### Sequential cells grouped by signal name, run 1

Other sequential cells in the stronger grey, the rest of the logic in the fainter grey.
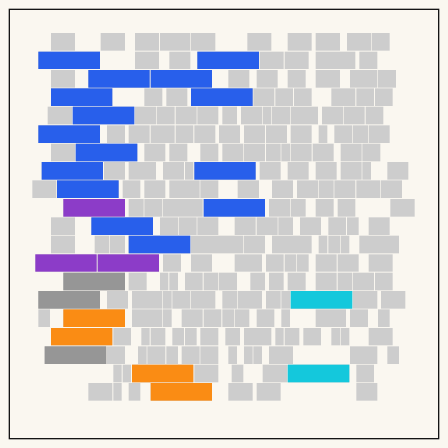
### Selected gate families, run 1

The bar under the picture is 20 um long.
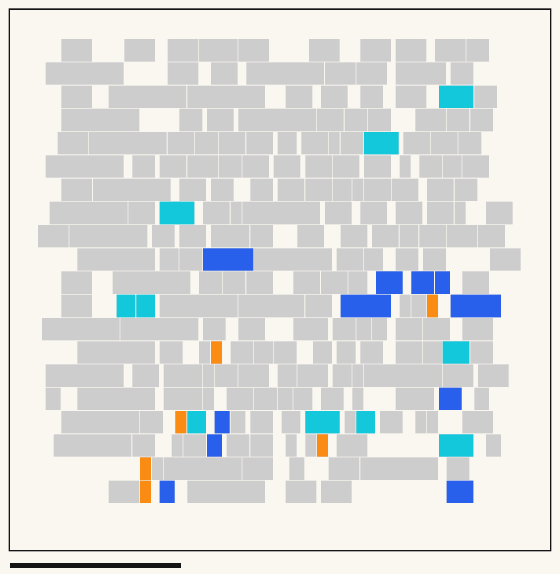
### Pin placement, run 1

Pins as bars across the die edge, other pins in grey.
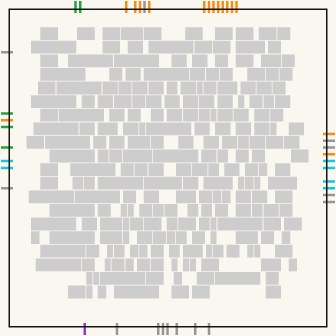
### Signal wires by layer, run 1

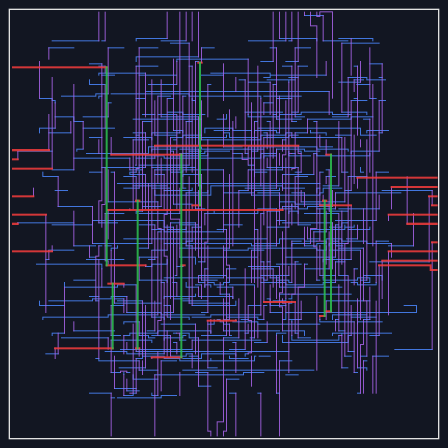
--- src/rtl/fwd_scoreboard_if.sv ---
// Issue/source/forwarding bundle between the ID stage and fwd_scoreboard.
// stall_count exists only when FWD_STALL_COUNT_EN is defined.
interface fwd_scoreboard_if #(
    parameter int NUM_SRC    = 3,
    parameter int FWD_STAGES = 3
);
    localparam int SELW = $clog2(FWD_STAGES + 1);

    logic                    issue_we;
    logic [4:0]              issue_waddr;
    logic                    issue_is_load;
    logic                    issue_is_md;
    logic                    issue_reads_hilo;
    logic                    flush;
    logic [NUM_SRC*5-1:0]    src_addr;
    logic [NUM_SRC-1:0]      src_used;
    logic [NUM_SRC-1:0]      src_early;
    logic [NUM_SRC*SELW-1:0] fwd_sel;
    logic                    stall;
    logic                    md_busy;
`ifdef FWD_STALL_COUNT_EN
    logic [31:0]             stall_count;

    modport master (
        output issue_we, issue_waddr, issue_is_load, issue_is_md, issue_reads_hilo, flush,
        output src_addr, src_used, src_early,
        input  fwd_sel, stall, md_busy, stall_count
    );
    modport slave (
        input  issue_we, issue_waddr, issue_is_load, issue_is_md, issue_reads_hilo, flush,
        input  src_addr, src_used, src_early,
        output fwd_sel, stall, md_busy, stall_count
    );
`else
    modport master (
        output issue_we, issue_waddr, issue_is_load, issue_is_md, issue_reads_hilo, flush,
        output src_addr, src_used, src_early,
        input  fwd_sel, stall, md_busy
    );
    modport slave (
        input  issue_we, issue_waddr, issue_is_load, issue_is_md, issue_reads_hilo, flush,
        input  src_addr, src_used, src_early,
        output fwd_sel, stall, md_busy
    );
`endif
endinterface

--- src/rtl/fwd_scoreboard.sv ---
// Forwarding/hazard unit with a shadow pipeline of in-flight destinations and a mul/div busy countdown.
// Optional macro FWD_STALL_COUNT_EN adds a saturating 32-bit stall counter.
module fwd_scoreboard #(
    parameter int NUM_SRC    = 3,
    parameter int FWD_STAGES = 3,
    parameter int MD_LATENCY = 8,
    parameter int SELW       = $clog2(FWD_STAGES + 1)
) (
    input  logic           clk,
    input  logic           reset,
    fwd_scoreboard_if.slave bus
);
    localparam int MDW = $clog2(MD_LATENCY + 1);

    logic [FWD_STAGES-1:0] r_v;
    logic [FWD_STAGES-1:0] r_we;
    logic [FWD_STAGES-1:0] r_load;
    logic [4:0]            r_addr [FWD_STAGES];
    logic [MDW-1:0]        r_md_cnt;

    logic [NUM_SRC-1:0]    w_port_stall;
    logic                  w_md_busy;
    logic                  w_stall;
    logic                  w_accept;

    genvar gi;
    generate
        for (gi = 0; gi < NUM_SRC; gi++) begin : g_port
            logic [4:0]      w_src;
            logic [SELW-1:0] w_sel;
            logic            w_sel_load;

            assign w_src = bus.src_addr[gi*5 +: 5];

            // Scan oldest to youngest so the youngest matching producer wins.
            always_comb begin
                w_sel      = '0;
                w_sel_load = 1'b0;
                for (int k = FWD_STAGES - 1; k >= 0; k--) begin
                    if (bus.src_used[gi] && r_v[k] && r_we[k] &&
                        (r_addr[k] == w_src) && (w_src != 5'd0)) begin
                        w_sel      = SELW'(k + 1);
                        w_sel_load = r_load[k];
                    end
                end
            end

            assign w_port_stall[gi] = bus.src_early[gi]
                ? ((w_sel == SELW'(1)) || ((w_sel == SELW'(2)) && w_sel_load))
                : ((w_sel == SELW'(1)) && w_sel_load);

            assign bus.fwd_sel[gi*SELW +: SELW] = w_sel;
        end
    endgenerate

    assign w_md_busy = (r_md_cnt != '0);
    // A second mul/div issue is held off until the current one drains.
    assign w_stall   = (|w_port_stall) ||
                       ((bus.issue_reads_hilo || bus.issue_is_md) && w_md_busy);
    assign w_accept  = !w_stall && !bus.flush;

    assign bus.stall   = w_stall;
    assign bus.md_busy = w_md_busy;

    always_ff @(posedge clk or posedge reset) begin
        if (reset) begin
            r_v    <= '0;
            r_we   <= '0;
            r_load <= '0;
            for (int k = 0; k < FWD_STAGES; k++) begin
                r_addr[k] <= '0;
            end
        end else begin
            for (int k = FWD_STAGES - 1; k >= 1; k--) begin
                r_v[k]    <= r_v[k-1];
                r_we[k]   <= r_we[k-1];
                r_load[k] <= r_load[k-1];
                r_addr[k] <= r_addr[k-1];
            end
            r_v[0]    <= w_accept;
            r_we[0]   <= bus.issue_we;
            r_load[0] <= bus.issue_is_load;
            r_addr[0] <= bus.issue_waddr;
        end
    end

    always_ff @(posedge clk or posedge reset) begin
        if (reset) begin
            r_md_cnt <= '0;
        end else if (w_accept && bus.issue_is_md) begin
            r_md_cnt <= MDW'(MD_LATENCY);
        end else if (r_md_cnt != '0) begin
            r_md_cnt <= r_md_cnt - MDW'(1);
        end
    end

`ifdef FWD_STALL_COUNT_EN
    logic [31:0] r_stall_count;

    always_ff @(posedge clk or posedge reset) begin
        if (reset) begin
            r_stall_count <= '0;
        end else if (w_stall && !bus.flush && (r_stall_count != 32'hFFFF_FFFF)) begin
            r_stall_count <= r_stall_count + 32'd1;
        end
    end

    assign bus.stall_count = r_stall_count;
`endif
endmodule

--- src/flat_wrapper.sv ---
// flat-port wrapper written by rule: the top's interface ports become plain ports
module fwd_scoreboard_flat 
#(
    parameter int NUM_SRC    = 3,
    parameter int FWD_STAGES = 3,
    parameter int MD_LATENCY = 8,
    parameter int SELW       = $clog2(FWD_STAGES + 1)
)
  (clk, reset, bus_issue_we, bus_issue_waddr, bus_issue_is_load, bus_issue_is_md, bus_issue_reads_hilo, bus_flush, bus_src_addr, bus_src_used, bus_src_early, bus_fwd_sel, bus_stall, bus_md_busy);
  fwd_scoreboard_if #(.NUM_SRC(NUM_SRC), .FWD_STAGES(FWD_STAGES)) bus_i ();
  input  logic clk;
  input  logic reset;
  input wire logic [$bits(bus_i.issue_we)-1:0] bus_issue_we;
  input wire logic [$bits(bus_i.issue_waddr)-1:0] bus_issue_waddr;
  input wire logic [$bits(bus_i.issue_is_load)-1:0] bus_issue_is_load;
  input wire logic [$bits(bus_i.issue_is_md)-1:0] bus_issue_is_md;
  input wire logic [$bits(bus_i.issue_reads_hilo)-1:0] bus_issue_reads_hilo;
  input wire logic [$bits(bus_i.flush)-1:0] bus_flush;
  input wire logic [$bits(bus_i.src_addr)-1:0] bus_src_addr;
  input wire logic [$bits(bus_i.src_used)-1:0] bus_src_used;
  input wire logic [$bits(bus_i.src_early)-1:0] bus_src_early;
  output wire logic [$bits(bus_i.fwd_sel)-1:0] bus_fwd_sel;
  output wire logic [$bits(bus_i.stall)-1:0] bus_stall;
  output wire logic [$bits(bus_i.md_busy)-1:0] bus_md_busy;
  assign bus_i.issue_we = bus_issue_we;
  assign bus_i.issue_waddr = bus_issue_waddr;
  assign bus_i.issue_is_load = bus_issue_is_load;
  assign bus_i.issue_is_md = bus_issue_is_md;
  assign bus_i.issue_reads_hilo = bus_issue_reads_hilo;
  assign bus_i.flush = bus_flush;
  assign bus_i.src_addr = bus_src_addr;
  assign bus_i.src_used = bus_src_used;
  assign bus_i.src_early = bus_src_early;
  assign bus_fwd_sel = bus_i.fwd_sel;
  assign bus_stall = bus_i.stall;
  assign bus_md_busy = bus_i.md_busy;
  fwd_scoreboard #(.NUM_SRC(NUM_SRC), .FWD_STAGES(FWD_STAGES), .MD_LATENCY(MD_LATENCY), .SELW(SELW)) u_core (.clk(clk), .reset(reset), .bus(bus_i));
endmodule
--- config.mk ---
export PLATFORM = sky130hd
export DESIGN_NAME = fwd_scoreboard_flat
export DESIGN_NICKNAME = d
export VERILOG_FILES = /design/src/rtl/fwd_scoreboard_if.sv /design/src/rtl/fwd_scoreboard.sv /design/src/flat_wrapper.sv
export SDC_FILE = /design/constraint.sdc
export NUM_CORES = 1
export LEC_CHECK = 0
export ABC_CLOCK_PERIOD_IN_PS = 3190
export CAP_MARGIN = 20
export CORE_MARGIN = 3
export CORE_UTILIZATION = 48
export DETAILED_ROUTE_END_ITERATION = 12
export PLACE_DENSITY = 0.77
export SLEW_MARGIN = 20
export SYNTH_ARGS = -nofsm -noshare
export SYNTH_HDL_FRONTEND = slang
export SYNTH_SLANG_ARGS = --single-unit
--- constraint.sdc ---
create_clock -name clk -period 3.19 [get_ports clk]
set_input_delay 0.638 -clock clk [delete_from_list [all_inputs] [get_ports clk]]
set_output_delay 0.638 -clock clk [all_outputs]
set_load 0.01 [all_outputs]
==> run summary, run 1 <==
Notes on the flow run.

- In the final run the clock tree shows a worst skew of just over 0.01 ns.
- Counting only logic cells after layout, the most numerous master is xnor2_1.
- After floorplanning, the core was divided into 20 placement rows.
- The post-route netlist has 25.7% of its cells at a drive strength greater than 1.
- The final HPWL from detailed placement is 3.55 mm, for reference.
- The routed design could run at a clock period as short as about 3.2 ns.
- The total net switching power is about 0.31 mW, for reference.
- The tightest slew margin relative to the limit is 38.1%, for reference.
- The critical hold path startpoint is u_core.r_we[0], for reference.
- Per the CTS log, the root buffer master is clkbuf_4.
- Yosys reports that the leading cell type by area covers ~43% of the netlist area.
- When the netlist entered floorplanning its net count stood at approximately 190.
- The total power per unit cell area is roughly 400 nW/um^2, for reference.
- The synthesized cell area is 1570 um^2, for reference.
- The mean number of vias per cell is ~5.3, for reference.
- The detailed-router iteration count before antenna repair is 6, for reference.
- The die extent in y is about 63 um, for reference.
- Of all flip-flops after synthesis, the portion carrying an async set or reset was 100%.
- TritonCTS built the clock tree.
- The floorplan step defined a core boundary enclosing roughly 3100 um^2.
- The post-route clock period utilization is 99.7%, for reference.
- Grouping stages by cell kind, the critical path spends the most delay in simple AND/OR/NAND/NOR gates.
- The largest fanout of any net on the critical path is 2, for reference.
- Sequential cells were found to cover 43.0% of the synthesized design area.
- The average routed wire per standard cell is 16.0 um, for reference.
- The sequential share of power is 46.8%, for reference.
- The global-route wire length before repair is 7.20 mm, for reference.
- Ranked by total cell area, the synthesized netlist is headed by dfrtp_1 43%, xnor2_1 21%, xor2_1 5.0%, nand4_1 3.2%, nor4_1 2.8%.
- STA classifies the critical path startpoint as an input pin.
- The all-layer global routing usage is ~23%, for reference.
- In this run the number of H-tree levels came out at 1.
- The static power due to leakage is between 0.9 and 1 nW, for reference.
- Among all stages on the critical path, the maximum delay recorded is between 0.5 and 0.6 ns.
- The pin count of the biggest net entering global routing is 28, for reference.
- Once placement completed, the tool counted placed cells totaling about 270.
- Across all stage logs, warnings added up to 29.
- The worst hold-check path type is reg2reg, for reference.
- The number of hold buffers added after CTS is 0, for reference.
- The final weighted congestion recorded by global placement is between 0.9 and 1.
- For flop-to-flop paths, the worst setup slack is 1.35 ns.
- The number of antenna diodes is 0, for reference.
- In this run the count of I/O pins placed on the die edge is approximately 41.
- The initial DRC count is approximately 53, for reference.
- The yosys synthesis chip area is 1570 um^2, for reference.
- In the layout the commonest cells are 37 x xnor2_1, 34 x buf_4, 31 x clkdlybuf4s50_1, 27 x dfrtp_1, 10 x nand2_1.
- Across the run, the number of max-cap violations was 0.
- The final standard cell utilization of the core is 76.5%, for reference.
- The number of port buffers is 40, for reference.
- The power share of the clock group is between 10% and 20%, for reference.
- By startpoint and endpoint, the worst setup path is classified as in2out.
- Clock latency on the worst-skew pair, taken at its later pin, is 0.34 ns.
- Setup repair after global routing could not meet its margin everywhere.
- The final total power is a little over 0.9 mW, for reference.
- Per the finish-stage timing summary, setup violations number 0.
- The number of vias after detailed routing is approximately 1400, for reference.
- According to the floorplan report, the total die area is roughly 4000 um^2.
- Summed over all layers, the routed wires come to 4.39 mm.
- The worst VDD IR drop from the latest analysis is around 500 uV.
- The area growth from synthesis to final layout is 50.0%, for reference.
- Per the CTS log, the buffer count on the longest clock path is 2.
- The combinational cell fraction of total power is about 36%, for reference.
- The initial core utilization is between 50 and 60%, for reference.
- The data arrival time at the worst-slack endpoint is 2.54 ns, for reference.
- Looking at the max-slew report, the worst-margin pin has a slew of approximately 0.92 ns.
- The kind of end point of the critical path is an output pin, for reference.
- The dominant register cell in the synthesized netlist is dfrtp_1, for reference.
- The final report lists a non-filler cell total of 274.
- Max-slew check failures listed in the final report amount to 0.
- The flow ran to the end, and the final reports show no timing, DRC or antenna violations.
- The unique cell type count in the Yosys netlist is 30, for reference.
- The total buffers and inverters traversed by the critical path is 2, for reference.
- The timing report shows that the slowest cell on the worst path is or4_4.
- The clock sink count is 27, for reference.
- The number of antenna violations at the first check in global routing was 0.
- The instance tally after logic synthesis is between 150 and 200, for reference.
- According to the timing report, the data required time at the worst endpoint equals 2.55 ns.
- The final hold violation count is 0, for reference.
- The final global-route overflow total is 0, for reference.
- The number of global-route vias before repair was around 1500.
- For this run, design rule violations remaining after detail routing come to 0.
-- 'Sequential cells grouped by signal name' (at the start) --
Orange shows u_core.r_md_cnt, sequential cells 4, where south-west. Purple shows u_core.r_we, sequential cells 3. Cyan shows u_core.r_load, sequential cells 2. Blue shows u_core.r_addr, sequential cells 15.
Another 3 sequential cells are not coloured.

-- 'Selected gate families' (at the start) --
Blue shows inverting AOI/OAI gates, cells 11. Orange shows inverters, cells 6. Cyan shows AND and OR gates, cells 10.

-- 'Pin placement' (at the start) --
Cyan shows bus_fwd_sel, pins 6, direction output, edge 4 east, 2 west. Purple shows reset, pins 1, direction input, edge south. Green shows bus_issue_waddr, pins 5, direction input, edge 3 west, 2 north. Orange shows bus_src_addr, pins 15, direction input, edge 12 north, 2 east, 1 west.

-- 'Signal wires by layer' (at the start) --
Green shows met4, wire length 152 um. Blue shows met1, wire length 1850 um. Red shows met3, wire length 192 um. Purple shows met2, wire length 2200 um.

==> run 1: worst max-delay path by stage <==
stage / startpoint / to / slack (ns) / cells past startpoint
finish: bus_src_addr[0] / bus_stall / 0.01 / 7
detailed placement: bus_src_addr[1] / bus_stall / -0.32 / 7
global route: bus_src_addr[0] / bus_stall / -0.04 / 7
global placement: bus_src_addr[6] / bus_stall / -0.30 / 7
floorplan: bus_src_addr[0] / bus_stall / 0.51 / 5
CTS: bus_src_addr[6] / bus_stall / -0.12 / 7
==> run 1: synthesized netlist by cell type (2+ instances only) <==
cell type   n
nand2b_1    2
nor3b_1     2
inv_1       6
nor2_1      8
or4_4       3
nor4_1      7
a21oi_1     3
nor3_1      7
o21ai_2     2
xnor2_1    38
o21bai_1    2
nand2_1    10
dfrtp_1    27
xor2_1      9
and2_1      2
nand4_1     8
o21a_1      2
ha_1        2
==> run 1: cell families (layout without fill, tap and decap cells) <==
group | Yosys count | in the layout | share of synthesized area [%]
AND/OR/NAND/NOR | 55 | 55 | 20.3
AND-OR/OR-AND | 15 | 15 | 7.41
buffers and inverters | 6 | 84 | 1.43
adder cells (fa/ha/maj) | 2 | 2 | 1.59
flip-flops | 27 | 27 | 43.0
XOR/XNOR | 47 | 47 | 26.2
==> run 1: repair_timing <==
action	in CTS	in global routing
resized	14	16
pin swaps	1	3
endpoints found under the setup margin	7	4
buffers inserted	0	1
==> run 1: power by group through the flow <==
stage               Sequential, mW  Clock (mW)  Combinational [mW]
finish                       0.435       0.157               0.338
detailed placement           0.440           0               0.328
CTS                          0.434       0.157               0.334
global route                 0.443       0.174               0.369
floorplan                    0.427           0               0.181
global placement             0.434           0               0.310
==> run 1: state kept, by name (all words and copies together) (netlist names) <==
register / flops
u_core.r_md_cnt: 4
u_core.r_v: 3
u_core.r_addr: 15
u_core.r_load: 2
u_core.r_we: 3
==> run 1: metrics by stage <==
step	cell area [um^2]	worst slack [ns]	TNS, ns	hold WS, ns
2_1_floorplan	1570	0.507	0	0.346
3_3_place_gp	2270	-0.304	-1.31	0.347
3_5_place_dp	2270	-0.323	-1.62	0.361
4_1_cts	2310	-0.124	-0.124	0.387
5_1_grt	2350	-0.0370	-0.0523	0.394
6_report	2350	0.00962	0	0.379
==> run 1: cell type report <==
cell class,instances,area (um^2)
Fill cell,229,723
Clock inverter,1,7.51
Timing Repair Buffer,74,634
Multi-Input combinational cell,119,937
Inverter,6,22.5
Tap cell,44,55.1
Sequential cell,27,676
Clock buffer,3,22.5
==> run 1: per-layer routing <==
layer  share of wire (%)  track usage, %  routed length [um]
met5                   0               0                   0
met2                  50            38.5                2200
met3                 4.4            3.21                 192
met4                 3.4            10.8                 151
met1                  42            29.7                1850
### Clock nets, run 1

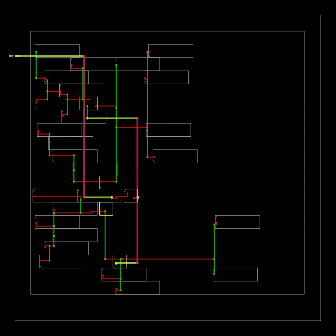

## Run 2: what changed since run 1
- CORE_UTILIZATION: 48 -> 40
- PLACE_DENSITY: 0.77 -> 0.66
- SLEW_MARGIN: 20 -> default
### Clock nets, run 2

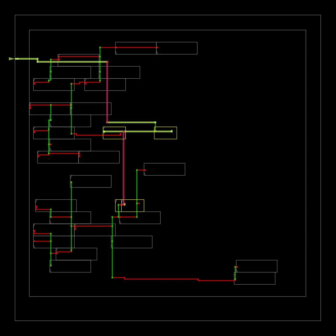
TritonCTS Buffers: 3
tally of clock buffers in the finished layout: 4
worst-skew pair later-pin latency: 0.27 ns
post-route clock skew: 0.00342 ns
total clock network power: 0.190 mW

==> run 2 against run 1 <==
Effect of this change: the run now ends with setup timing left; critical path type unchanged; via count shrank 0.83%; count of clock-buffer cells in the layout is 1 higher; hold slack improved by 0.0024 ns; largest cell class unchanged; critical endpoint unchanged; largest power group unchanged; highest routed layer unchanged; first-iteration DRC count up 53%.
==> run summary, run 2 <==
Notes on the flow run.

- The launch point of the worst register-to-register path is recorded as u_core.r_md_cnt[0].
- The count of final max-slew check failures is 0 (unchanged), for reference.
- The maximum vdd drop is 319 uV (-36%), for reference.
- The clock sink count is 27 (unchanged), for reference.
- The checks that failed: setup timing.
- The tally of non-filler cells in the final layout is 280 (+2.2%).
- TritonCTS built the clock tree.
- The number of hold buffers added after CTS is 0 (unchanged).
- The net count after synthesis is 187 (unchanged), for reference.
- The clock root buffer is clkbuf_8, for reference.
- The total buffers and inverters traversed by the critical path is 2 (unchanged), for reference.
- The cell type of the slowest stage on the worst timing path is or4_4, for reference.
- The post-synthesis area per instance is about 10 um^2, for reference.
- The warning total across the stage logs is 29 (unchanged), for reference.
- The sequential area share after synthesis was 43.0% (unchanged).
- The data arrival time at the worst-slack endpoint was 2.56 ns (+0.02 ns).
- The actual slew at the worst max-slew pin is 0.384 ns (-0.539 ns), for reference.
- The library cells used most frequently in the layout, excluding fill and tap cells, are 37 x xnor2_1, 36 x buf_4, 29 x clkdlybuf4s50_1, 27 x dfrtp_1, 10 x nand2_1.
- The detailed-router iteration count before antenna repair is 4 (-2), for reference.
- The synthesis report lists the most area-consuming cells as dfrtp_1 43%, xnor2_1 21%, xor2_1 5.0%, nand4_1 3.2%, nor4_1 2.8%.
- Among logic cells in the layout, the one with the most instances is xnor2_1.
- The final weighted congestion of routability-driven global placement was 0.954 (+3.9%).
- The tightest slew margin relative to the limit is 74.2% (+36 points), for reference.
- The worst hold-check path type is reg2reg, for reference.
- The mean number of vias per cell came to 5.10 (-3.0%).
- The final worst hold slack is 0.381 ns (+0.00245 ns), for reference.
- The area of all placed cells without fillers came to 2380 um^2 (+1.0%).
- The maximum operating frequency is between 0.3 and 0.4 GHz, for reference.
- The H-tree depth reported by CTS was 1 (unchanged).
- The number of antenna violations at the first check in global routing is 0 (unchanged), for reference.
- The number of nets still failing antenna checks after routing is 0, for reference.
- The most critical setup path has its startpoint at bus_src_addr[1].
- The kind of cell adding the most delay to the critical path is simple AND/OR/NAND/NOR gates, for reference.
- The type of element launching the critical path is an input pin, for reference.
- The largest fanout of any net on the critical path came to 2 (unchanged).
- The flip-flop count of the largest register, all copies and words added was 15 (unchanged).
- The area growth from synthesis to final layout is 51.5%, for reference.
- The kind of end point of the critical path is an output pin, for reference.
- The required time of the worst setup path is 2.55 ns (about the same), for reference.
- By count the netlist is led by 38 x xnor2_1, 27 x dfrtp_1, 10 x nand2_1, 9 x xor2_1.
- The initial core utilization came to 42.3% (-8.8 points).
- The post-placement cell area came to 2290 um^2 (+0.55%).
- The average routed wire per standard cell is 15.6 um (-2.7%).
- The final total power came to 0.962 mW (+3.4%).
- The unique cell type count in the Yosys netlist is 30 (unchanged), for reference.
- The number of cells after detailed placement is 274 (+1.9%), for reference.
- The final hold violation count was 0 (unchanged).
- The global-route wire length before repair came to 6.85 mm (-4.8%).
- The longest individual stage delay on the worst path was 0.53 ns (-0.03 ns).
- Looking at the setup timing report, the critical path kind is in2out.
- The worst slack at placement is -0.390 ns (-0.0676 ns).
- The number of global-route vias before repair is 1457 (-4.2%).
- The cell type contributing the most total cell area after synthesis is dfrtp_1, for reference.
- The proportion of register bits with asynchronous set or reset after synthesis is 100% (unchanged).
- The number of max-cap violations is 0 (unchanged), for reference.
- The all-layer global routing usage came to 20.1% (-3.0 points).
- The final global-route overflow total came to 0 (unchanged).
- The flow ran to the end, but the final reports show violations.
- The register containing the most flip-flops in the final layout is u_core.r_addr, for reference.
- The pin count of the biggest net entering global routing is 28 (unchanged), for reference.
- The initial DRC count is 81 (+53%), for reference.
- The number of port buffers is 40 (unchanged), for reference.
- Setup repair after global routing could not meet its margin everywhere.
- The yosys synthesis chip area is 1570 um^2 (unchanged).
- The instance tally after logic synthesis is 152 (unchanged).
- The registers reported with the highest flop counts are u_core.r_addr (15), u_core.r_md_cnt (4).
- The number of rows in the core area was 22 (+10%).
- The static power due to leakage came to 0.996 nW (+4.7%).
- The filler cell count is 308 (+34%), for reference.
- The post-route clock period utilization is 100% (+0.63 points), for reference.
- The net total in the final layout is 268, for reference.
- The number of remaining DRC errors is 0 (unchanged), for reference.
- Yosys reported a register bit count of 27.
- The clock tree buffer depth is 2 (unchanged), for reference.
- The total die area came to 4710 um^2 (+18%).
- The floorplan core area is 3720 um^2 (+21%), for reference.
- The total length of routed wires is 4.37 mm (-0.57%).
- The share of post-route cells with drive strength above 1 was 24.6% (-1.1 points).
- The accumulated negative setup slack came to -0.0106 ns (-0.0106 ns).
- During synthesis, Yosys emitted a total of 0 warnings.
- The die extent in y is 68.7 um (+8.6%).
- The dominant register cell in the synthesized netlist is dfrtp_1, for reference.
- The synthesized cell area is 1570 um^2 (unchanged).
- The number of ports placed on the die boundary is 41 (unchanged), for reference.
- After synthesis, the design contains about 150 cells according to Yosys.
- The number of vias after detailed routing is 1427 (-0.83%).
- The cell sequence reported for the critical path is clkdlybuf4s50_1, or4_4, o21ai_4, nor4_4, a2111o_1, nand2b_1, clkbuf_2.
- The final standard cell utilization of the core was 64.0% (-12 points).
- Counting flops with a built-in enable in the synthesized netlist gives 0.
- The final HPWL from detailed placement is 3.54 mm (-0.28%), for reference.
- The dominant cell by count in the synthesized netlist is xnor2_1, for reference.
- The critical hold path startpoint is u_core.r_we[0], for reference.
- The count of endpoints failing setup in the final report is 1 (+1).
- The time the worst path needs with I/O delays and setup is 3.20 ns (+0.0202 ns), for reference.
- The total power per unit cell area was 404 nW/um^2 (+2.4%).
- The width of the die is roughly 69 um, for reference.
- The post-route worst setup slack is -0.0106 ns (-0.0202 ns), for reference.
- The top-area cell type share of the netlist area was 43.0% (unchanged).
- The number of antenna diodes is 0 (unchanged), for reference.
- The timing report gives the clock slew at the launch and capture registers of the worst setup and hold paths as about 0.09 ns.
### Pin placement, run 2

Pins as bars across the die edge, other pins in grey.
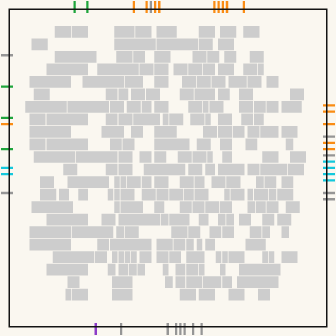
Green shows bus_issue_waddr, pins 5, direction input, edge 3 west, 2 north. Orange shows bus_src_addr, pins 15, direction input, edge 9 north, 5 east, 1 west. Purple shows reset, pins 1, direction input, edge south. Cyan shows bus_fwd_sel, pins 6, direction output, edge 4 east, 2 west.
All pins by edge: 13 east, 12 north, 8 south, 8 west.

==> run 2: cell counts after synthesis <==
Identical to the previous run, type by type.
==> run 2: cell families (layout without fill, tap and decap cells) <==
logic type      count (synthesis)  in the layout  share of synthesized area (%)
simple gates                   55             55                           20.3
xor+xnor                       47             47                           26.2
flops                          27             27                           43.0
compound gates                 15             15                           7.41
buf+inv                         6             86                           1.43
fa+ha+maj                       2              2                           1.59
==> run 2: path summary, 6_finish.rpt <==
| path | endpoint | cells after the start | slack (ns) |
|---|---|---|---|
| setup reg to reg | u_core.r_v[0] | 8 | 1.18 |
| min in group asynchronous | u_core.r_v[2] | 3 | 0.72 |
| hold / removal | u_core.r_we[1] | 0 | 0.38 |
| hold reg to reg | u_core.r_we[1] | 0 | 0.38 |
| max in group asynchronous | u_core.r_addr[6] | 3 | 2.21 |
| setup / recovery | bus_stall | 7 | -0.01 |
==> run 2: timing repair <==
action / CTS / global route
cloned: 0 / 0
setup buffers: 0 / 2
endpoints found under the setup margin: 7 / 3
pin swaps: 1 / 5
resized: 19 / 7
==> run 2: area by class of cell <==
class	count	area (um^2)	area share, %
sequential	27	676	28.4
multi-input combinational	119	918	38.6
timing repair buffer	76	657	27.6
clock buffer	4	45.0	1.89
inverter	6	22.5	0.947
tap	48	60.1	2.52
==> run 2: per-layer routing <==
metal,GRT usage (%),up-vias,part of all wire [%]
li1,-,688,-
met1,26.5,685,43
met2,33.3,48,50
met3,4.86,6,6.2
met4,4.22,0,0.82
met5,0,-,0
==> run 2: power by group <==
| part | internal, mW | switching (mW) |
|---|---|---|
| registers | 0.389 | 0.0441 |
| logic | 0.191 | 0.148 |
| clock network | 0.0894 | 0.101 |
### Sequential cells grouped by signal name, run 2

Other sequential cells in the stronger grey, the rest of the logic in the fainter grey.
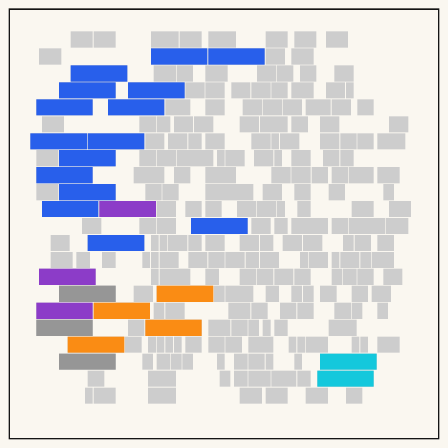

## Run 3: what changed since run 2
- ABC_CLOCK_PERIOD_IN_PS: 3190 -> 3450
- REMOVE_ABC_BUFFERS: default -> 1
- clock period: 3.19 -> 3.45 ns (I/O delays scaled with it)
### Sequential cells grouped by signal name, run 3

Other sequential cells in the stronger grey, the rest of the logic in the fainter grey.
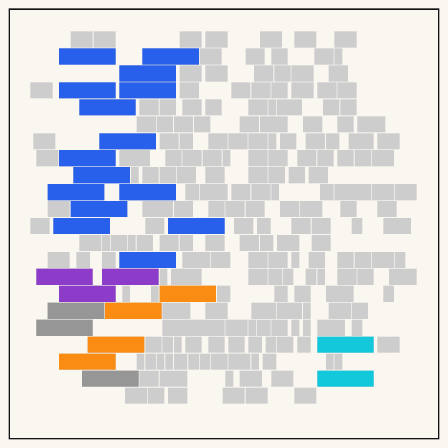
Cyan shows u_core.r_load, sequential cells 2. Blue shows u_core.r_addr, sequential cells 15. Orange shows u_core.r_md_cnt, sequential cells 4, where south-west. Purple shows u_core.r_we, sequential cells 3.

### Selected gate families, run 3

The bar under the picture is 20 um long.
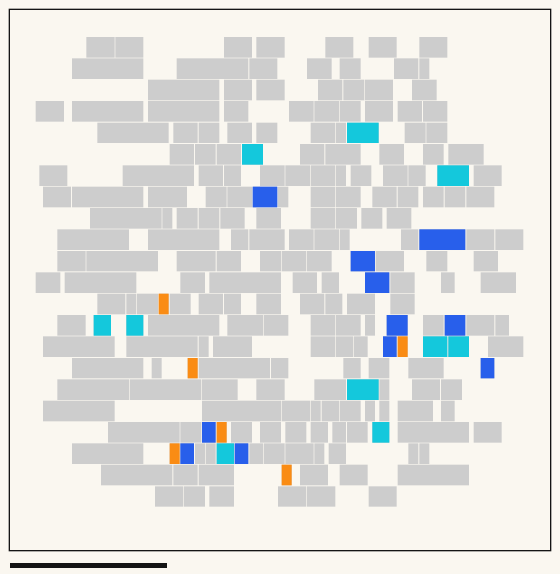
Blue shows inverting AOI/OAI gates, cells 11. Orange shows inverters, cells 6. Cyan shows AND and OR gates, cells 10.

==> run 3 against run 2 <==
Effect of this change: the run now ends clean; critical path depth increased by 1; power fell by 9.3%; wire length is 5.6% lower; final cell count shrank 2.5%; global-route usage decreased by 0.72 points; synthesized area did not move; clock skew up 0.0059 ns; critical path type unchanged; first-iteration DRC count is 21% lower; design area down 1.3%; sequential share of layout area is 0.36 points higher; core utilization decreased by 0.81 points; setup slack improved by 0.058 ns.
==> run summary, run 3 <==
Notes on the flow run.

- The dominant register cell in the synthesized netlist is dfrtp_1, for reference.
- The most numerous logic cell after layout is xnor2_1, for reference.
- The longest individual stage delay on the worst path is 0.55 ns (+0.02 ns), for reference.
- The total die area is 4710 um^2 (unchanged), for reference.
- The yosys synthesis chip area is 1570 um^2 (unchanged), for reference.
- The number of global-route vias before repair is 1411 (-3.2%), for reference.
- In the post-synthesis netlist, the biggest area contributors are dfrtp_1 43%, xnor2_1 21%, xor2_1 5.0%, nand4_1 3.2%, nor4_1 2.8%.
- The flip-flop count of the largest register, all copies and words added is 15 (unchanged), for reference.
- The number of buffers created by CTS is 3 (unchanged), for reference.
- The combinational cell fraction of total power is 34.8% (-0.4 points), for reference.
- The worst clock skew is 0.00935 ns (+0.00593 ns).
- The clock sink count was 27 (unchanged).
- The floorplan core area is 3720 um^2 (unchanged), for reference.
- The global-route wire length before repair is 6.56 mm (-4.2%), for reference.
- STA classifies the critical path endpoint as an output pin.
- The number of ports placed on the die boundary is 41 (unchanged), for reference.
- The final weighted congestion of routability-driven global placement is 0.958 (+0.41%), for reference.
- The number of vias after detailed routing is 1401 (-1.8%), for reference.
- The number of cells in Yosys stat came to 152 (unchanged).
- The kind of critical path is in2out, for reference.
- The largest registers in the layout are u_core.r_addr (15), u_core.r_md_cnt (4).
- The tally of non-filler cells in the final layout is 273 (-2.5%), for reference.
- The post-synth tally of flip-flops with integrated enable is 0 (unchanged), for reference.
- The warning total across the stage logs is 27 (-6.9%), for reference.
- The number of hold buffers added after CTS is 0 (unchanged), for reference.
- Setup repair after global routing could not meet its margin everywhere.
- The count of endpoints failing setup in the final report is 0 (-1), for reference.
- The time the worst path needs with I/O delays and setup is between 3 and 4 ns, for reference.
- The final global-route overflow total was 0 (unchanged).
- The final total power is 0.873 mW (-9.3%), for reference.
- The maximum vdd drop is 302 uV (-5.2%), for reference.
- The total power per unit cell area is 372 nW/um^2 (-8.1%), for reference.
- The mean number of vias per cell was 5.13 (+0.70%).
- The top-area cell type share of the netlist area is 43.0% (unchanged), for reference.
- Ranking logic cells in the layout by count gives the top entries 38 x xnor2_1, 33 x clkdlybuf4s50_1, 28 x buf_4, 27 x dfrtp_1, 10 x nand2_1.
- The total length of routed wires was 4.12 mm (-5.6%).
- The total buffers and inverters traversed by the critical path was 3 (+1).
- The sequential area share after synthesis is 43.0% (unchanged), for reference.
- The number of buffers inserted to repair setup after CTS is 0 (unchanged), for reference.
- The number of rows in the core area is 22 (unchanged), for reference.
- The net total in the final layout was 261 (-2.6%).
- The largest fanout of any net on the critical path is 3 (+1), for reference.
- The insertion delay to the later sink of the worst-skew pair is 0.27 ns (about the same), for reference.
- The post-route clock period utilization is a little over nine tenths, for reference.
- The detailed-router iteration count before antenna repair was 4 (unchanged).
- The average routed wire per standard cell is 15.1 um (-3.2%), for reference.
- The warning count from the yosys run was 0 (unchanged).
- The path class of the tightest hold or removal check is reg2reg.
- The final worst hold slack is 0.375 ns (-0.00602 ns).
- The post-synthesis area per instance is 10.3 um^2 (unchanged), for reference.
- The clock root buffer is clkbuf_8, for reference.
- The number of antenna diodes is 0 (unchanged), for reference.
- The power share of the clock group was 19.4% (-0.4 points).
- The cell type contributing the most total cell area after synthesis is dfrtp_1, for reference.
- The internal power of the cells was 0.613 mW (-8.4%).
- The final hold violation count is 0 (unchanged), for reference.
- The accumulated negative setup slack is 0 ns (+0.0106 ns), for reference.
- The number of cells after detailed placement is 268 (-2.2%), for reference.
- STA classifies the critical path startpoint as an input pin.
- The cell type of the slowest stage on the worst timing path is or4_1, for reference.
- The clock tree buffer depth is 2 (unchanged).
- The instance tally after logic synthesis is 152 (unchanged), for reference.
- The sequential cell area in the final layout is 676 um^2 (unchanged), for reference.
- The pin count of the biggest net entering global routing is 28 (unchanged), for reference.
- TritonCTS built the clock tree.
- The count of final max-slew check failures came to 0 (unchanged).
- Yosys reports that the most numerous cell types are 38 x xnor2_1, 27 x dfrtp_1, 10 x nand2_1, 9 x xor2_1.
- More flip-flops sit in one register than any other, and that register is u_core.r_addr.
- The data arrival time at the worst-slack endpoint is 2.71 ns (+0.15 ns), for reference.
- The count of state elements after synthesis is 27 (unchanged), for reference.
- The number of nets still failing antenna checks after routing is 0 (unchanged), for reference.
- The run finished with clean final reports.
- The kind of cell adding the most delay to the critical path is buffers and inverters, for reference.
- The clock transition at the registers of the reported paths is 0.09 ns (about the same), for reference.
- The filler cell count was 305 (-0.97%).
- The initial DRC count was 64 (-21%).
- The critical path goes through clkdlybuf4s50_1, or4_1, o21ai_2, buf_4, nor4_2, nor2_1, nor2_1, clkdlybuf4s50_1.
- The required time of the worst setup path is 2.76 ns (+0.21 ns).
- The share of post-route cells with drive strength above 1 is 21.8% (-2.8 points).
- The maximum operating frequency is roughly 0.3 GHz, for reference.
- The die extent in y is 68.7 um (unchanged), for reference.
- The total net switching power is 0.259 mW (-11%), for reference.
- The proportion of register bits with asynchronous set or reset after synthesis is 100% (unchanged), for reference.
- The width of the die came to 68.7 um (unchanged).
- The flow measured a signed area growth from synthesis to layout of 49.6%.
- The all-layer global routing usage was 19.3% (-0.72 points).
- The number of max-cap violations is 0 (unchanged), for reference.
- The sequential share of power is 45.9% (+0.8 points), for reference.
- The tightest slew margin relative to the limit is 73.8% (-0.39 points).
- The multi-input gate area in the final layout is 907 um^2 (-1.2%), for reference.
- The actual slew at the worst max-slew pin is 0.390 ns (+0.00582 ns), for reference.
- The number of port buffers is 40 (unchanged), for reference.
- The number of antenna violations at the first check in global routing is 0 (unchanged), for reference.
- The final HPWL from detailed placement is 3.47 mm (-2.1%), for reference.
-- run 3: cell counts after synthesis --
Identical to the previous run, type by type.
-- run 3: repair_timing --
action	4_1_cts	5_1_grt
pin swaps	1	3
resized	6	10
setup endpoints to repair	5	6
-- run 3: worst paths after layout --
path / startpoint / endpoint / slack (ns) / cells after the start
hold reg to reg: u_core.r_we[1] / u_core.r_we[2] / 0.38 / 0
max in group asynchronous: reset / u_core.r_addr[1] / 2.48 / 3
setup / recovery: bus_src_addr[0] / bus_fwd_sel[1] / 0.05 / 8
min in group asynchronous: reset / u_core.r_v[2] / 0.61 / 2
setup reg to reg: u_core.r_md_cnt[0] / u_core.r_v[0] / 1.55 / 7
hold / removal: u_core.r_we[1] / u_core.r_we[2] / 0.38 / 0
-- run 3: power by group through the flow --
| stage | clock (mW) | combinational [mW] | sequential [mW] |
|---|---|---|---|
| after floorplan | 0 | 0.168 | 0.395 |
| after global placement | 0 | 0.284 | 0.401 |
| after detailed placement | 0 | 0.299 | 0.406 |
| after CTS | 0.177 | 0.299 | 0.400 |
| after global routing | 0.194 | 0.337 | 0.406 |
| final | 0.169 | 0.303 | 0.400 |
-- run 3: per-layer routing --
metal	wire length (um)	GRT usage, %
met1	1850	24.9
met2	1970	31.2
met3	224	4.21
met4	72	8.19
met5	0	0
-- run 3: logic make-up (layout without fill, tap and decap cells) --
| logic type | count (synthesis) | in the layout | share of synthesized area (%) |
|---|---|---|---|
| buffers and inverters | 6 | 79 | 1.43 |
| adder cells (fa/ha/maj) | 2 | 2 | 1.59 |
| AND/OR/NAND/NOR | 55 | 55 | 20.3 |
| flip-flops | 27 | 27 | 43.0 |
| XOR/XNOR | 47 | 47 | 26.2 |
| AND-OR/OR-AND | 15 | 15 | 7.41 |
-- run 3: final cells by class --
cell class	instances	share of cell area [%]
Timing Repair Buffer	69	27.2
Tap cell	48	2.56
Inverter	6	0.959
Sequential cell	27	28.8
Clock buffer	4	1.92
Multi-Input combinational cell	119	38.6
-- run 3: through the flow --
stage	util (%)	instance area [um^2]	worst slack, ns
5_1_grt	63.2	2350	-0.0379
3_3_place_gp	60.3	2240	-0.161
2_1_floorplan	-	1570	0.663
3_5_place_dp	60.3	2240	-0.187
4_1_cts	61.7	2290	0.00907
6_report	63.2	2350	0.0471
Power is estimated from default activity; no workload was simulated.
